[src/rtl/relu_maxpool_pkg.sv]
// Shared constants and helpers for the ReLU + 2x2 max-pool block.
package relu_maxpool_pkg;

    localparam int POOL   = 2;
    localparam int MAX_DW = 64;

    function automatic logic [MAX_DW-1:0] umax(
        input logic [MAX_DW-1:0] a,
        input logic [MAX_DW-1:0] b
    );
        return (a >= b) ? a : b;
    endfunction

endpackage

[src/rtl/relu_max2.sv]
// Combinational ReLU of a new sample and unsigned max against an operand.
module relu_max2
    import relu_maxpool_pkg::*;
#(
    parameter int dw = 20
) (
    input  logic [dw-1:0] x_i,
    input  logic [dw-1:0] opnd_i,
    output logic [dw-1:0] relu_o,
    output logic [dw-1:0] max_o
);

    logic [MAX_DW-1:0] wide;
    logic              unused_hi;

    assign relu_o    = x_i[dw-1] ? '0 : x_i;
    assign wide      = umax(MAX_DW'(relu_o), MAX_DW'(opnd_i));
    assign max_o     = wide[dw-1:0];
    assign unused_hi = |wide[MAX_DW-1:dw];

endmodule

[src/rtl/relu_maxpool.sv]
// Streaming ReLU followed by 2x2 max pooling over an os x os raster map.
module relu_maxpool
    import relu_maxpool_pkg::*;
#(
    parameter int dw = 20,
    parameter int os = 4
) (
    input  logic          clk,
    input  logic          rst,
    input  logic          clr,
    input  logic [dw-1:0] din,
    input  logic          din_v,
    output logic          din_rdy,
    output logic [dw-1:0] dout,
    output logic          dout_v,
    input  logic          dout_rdy,
    output logic          frame_done,
    output logic          busy
);

    localparam int CW = $clog2(os);
    localparam int NB = os / POOL;
    localparam int IW = (NB > 1) ? $clog2(NB) : 1;

    logic [CW-1:0] r_q, r_d;
    logic [CW-1:0] c_q, c_d;
    logic [dw-1:0] pbuf_q [NB];
    logic [dw-1:0] pbuf_d [NB];
    logic [dw-1:0] dout_q, dout_d;
    logic          dout_v_q, dout_v_d;
    logic          fd_q, fd_d;

    logic [IW-1:0] idx;
    logic [dw-1:0] relu_x;
    logic [dw-1:0] max_x;
    logic          accept;
    logic          last_c;
    logic          last_r;

    assign din_rdy    = !dout_v_q || dout_rdy;
    assign dout       = dout_q;
    assign dout_v     = dout_v_q;
    assign frame_done = fd_q;
    assign busy       = (r_q != '0) || (c_q != '0);

    assign idx    = IW'(c_q >> $clog2(POOL));
    assign accept = din_v && din_rdy && !clr;
    assign last_c = (c_q == CW'(os - 1));
    assign last_r = (r_q == CW'(os - 1));

    relu_max2 #(.dw(dw)) u_relu_max2 (
        .x_i    (din),
        .opnd_i (pbuf_q[idx]),
        .relu_o (relu_x),
        .max_o  (max_x)
    );

    always_comb begin
        r_d      = r_q;
        c_d      = c_q;
        pbuf_d   = pbuf_q;
        dout_d   = dout_q;
        dout_v_d = dout_v_q && !dout_rdy;
        fd_d     = 1'b0;
        if (clr) begin
            r_d      = '0;
            c_d      = '0;
            dout_v_d = 1'b0;
            for (int i = 0; i < NB; i++) pbuf_d[i] = '0;
        end else if (accept) begin
            c_d  = last_c ? '0 : c_q + 1'b1;
            fd_d = last_c && last_r;
            if (last_c) r_d = last_r ? '0 : r_q + 1'b1;
            // Row parity selects start/accumulate; odd/odd closes a window.
            unique case ({r_q[0], c_q[0]})
                2'b00:        pbuf_d[idx] = relu_x;
                2'b01, 2'b10: pbuf_d[idx] = max_x;
                2'b11: begin
                    dout_d   = max_x;
                    dout_v_d = 1'b1;
                end
            endcase
        end
    end

    always_ff @(posedge clk) begin
        if (rst) begin
            r_q      <= '0;
            c_q      <= '0;
            dout_q   <= '0;
            dout_v_q <= 1'b0;
            fd_q     <= 1'b0;
            for (int i = 0; i < NB; i++) pbuf_q[i] <= '0;
        end else begin
            r_q      <= r_d;
            c_q      <= c_d;
            dout_q   <= dout_d;
            dout_v_q <= dout_v_d;
            fd_q     <= fd_d;
            pbuf_q   <= pbuf_d;
        end
    end

endmodule

[config.mk]
export PLATFORM = sky130hd
export DESIGN_NAME = relu_maxpool
export DESIGN_NICKNAME = d
export VERILOG_FILES = /design/src/rtl/relu_maxpool_pkg.sv /design/src/rtl/relu_max2.sv /design/src/rtl/relu_maxpool.sv
export SDC_FILE = /design/constraint.sdc
export NUM_CORES = 1
export LEC_CHECK = 0
export ABC_AREA = 1
export CORE_MARGIN = 5
export CORE_UTILIZATION = 35
export CTS_CLUSTER_DIAMETER = 30
export DETAILED_ROUTE_END_ITERATION = 8
export GPL_ROUTABILITY_DRIVEN = 0
export SYNTH_ARGS = -nofsm -noshare
export SYNTH_HDL_FRONTEND = slang
export SYNTH_SLANG_ARGS = --single-unit
[constraint.sdc]
create_clock -name clk -period 2.5 [get_ports clk]
set_input_delay 0.5 -clock clk [delete_from_list [all_inputs] [get_ports clk]]
set_output_delay 0.5 -clock clk [all_outputs]
set_load 0.05 [all_outputs]
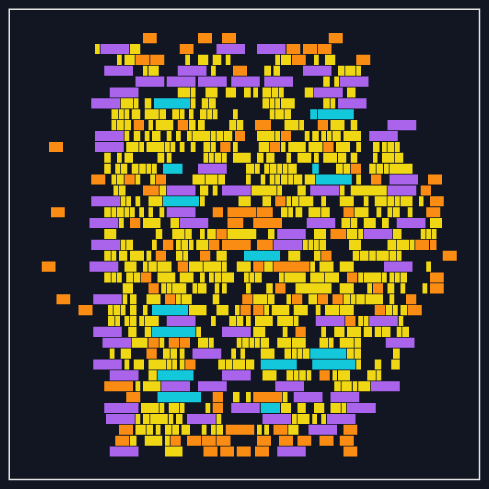
class_map.png
Scale: 4 px per µm.
| class | colour | cells | share of their area |
|---|---|---|---|
| clock drivers and dummy loads | cyan | 16 | 6.4% |
| registers | purple | 66 | 24% |
| remaining logic cells | yellow | 482 | 51% |
| remaining buffers and delay cells | orange | 109 | 19% |

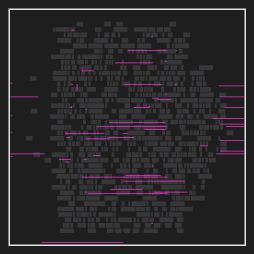
m3.png
Scale: 2 px per µm.
wire length on this layer: 569 µm
nets with wire on the layer: 33

==> impl_metrics.csv <==
group,metric,value,unit
run_status,status,"completed",
grt,gr-usage-met1,21.3,%
pwr,pwr.group.combinational,652,µW
timing,whs,0.447,ns
setup_path,worst_r2r_endpoint,"pbuf_q[11]",
timing,rsz0062_at_grt,"true",
setup_path,start_kind,"register",
grt,track_usage,17.5,%
grt,met3_usage,2.62,%
pwr,power.internal,2.37,mW
drt,wl_met3,569,µm
drt,dr_wl_met2,5840,µm
synthesis,syn_inst,581,
synthesis,seq_area_frac_synth,32.9,%
clocking,postCtsSetupBuffers,3,
setup_path,crit_start,"c_q[1]",
synthesis,largest_area_cell,"dfxtp_1",
hold_path,hold_path_class,"reg -> reg",
pwr,p_leak,2.47,nW
synthesis,top_cells_by_count,"nand2_1 (143), a21oi_1 (85), inv_1 (75)",
placement,dpl_cell_area,4980,µm²
cells_and_area,top_register,"pbuf_q",
clocking,cts_root_buf,"clkbuf_16",
run,maxCapViolations,0,
synthesis,ys_sh_mux,0,%
pwr,ir_drop,351,µV
setup_path,slowest_stage,"dfxtp_4",
grt,gr-max-usage-layer,"met2",
cells_and_area,seq-cell-share,23.2,%
drt,routed_wl,11800,µm
cells_and_area,buffers,109,
cells_and_area,area_share_nonclk_buffers,18.3,%
timing,tns,0,ns
cells_and_area,antenna_cells,0,
grt,grt_pass1_vias,4088,
placement,dp_cells,793,
pwr,seq_cell_power,1.06,mW
hold_path,hp-start,"pbuf_q[19]",
floorplan,n_tap_cell,143,
setup_path,critical_path.top_delay_family,"simple AND/OR/NAND/NOR gates",
timing,max-slew-margin-rel,65.9,%
setup_path,max_stage_delay,0.39,ns
run,warnings,30,
floorplan,fp_util,35.5,%
setup_path,endpoint,"pbuf_q[11]",
cells_and_area,seq_cells,66,
cells_and_area,seq_area,1330,µm²
cells_and_area,nMultiInputCombCells,403,
setup_path,setup.reg_to_reg.worst_slack,0.05,ns
cells_and_area,layout_top_cell,"nand2_1",
setup_path,path_depth,17,
timing,fin_crit,2.45,ns
synthesis,synth-edff-count,0,
cells_and_area,fill_cells,1096,
hold_path,min_delay_path_depth,2,
floorplan,rows,39,
timing,slew_violations,0,
synthesis,ys_types,31,
drt,firstDrtPassIters,4,
grt,overflow,0,
floorplan,chipArea,13700,µm²
cells_and_area,fin_util,50.5,%
drt,num_vias,4151,
cells_and_area,largest_register_ffs,40,
placement,dpl.hpwl,7640,µm
grt,grt_pass1_wl,19100,µm
Power figures rest on the tool's default switching activity, not on a simulated workload.
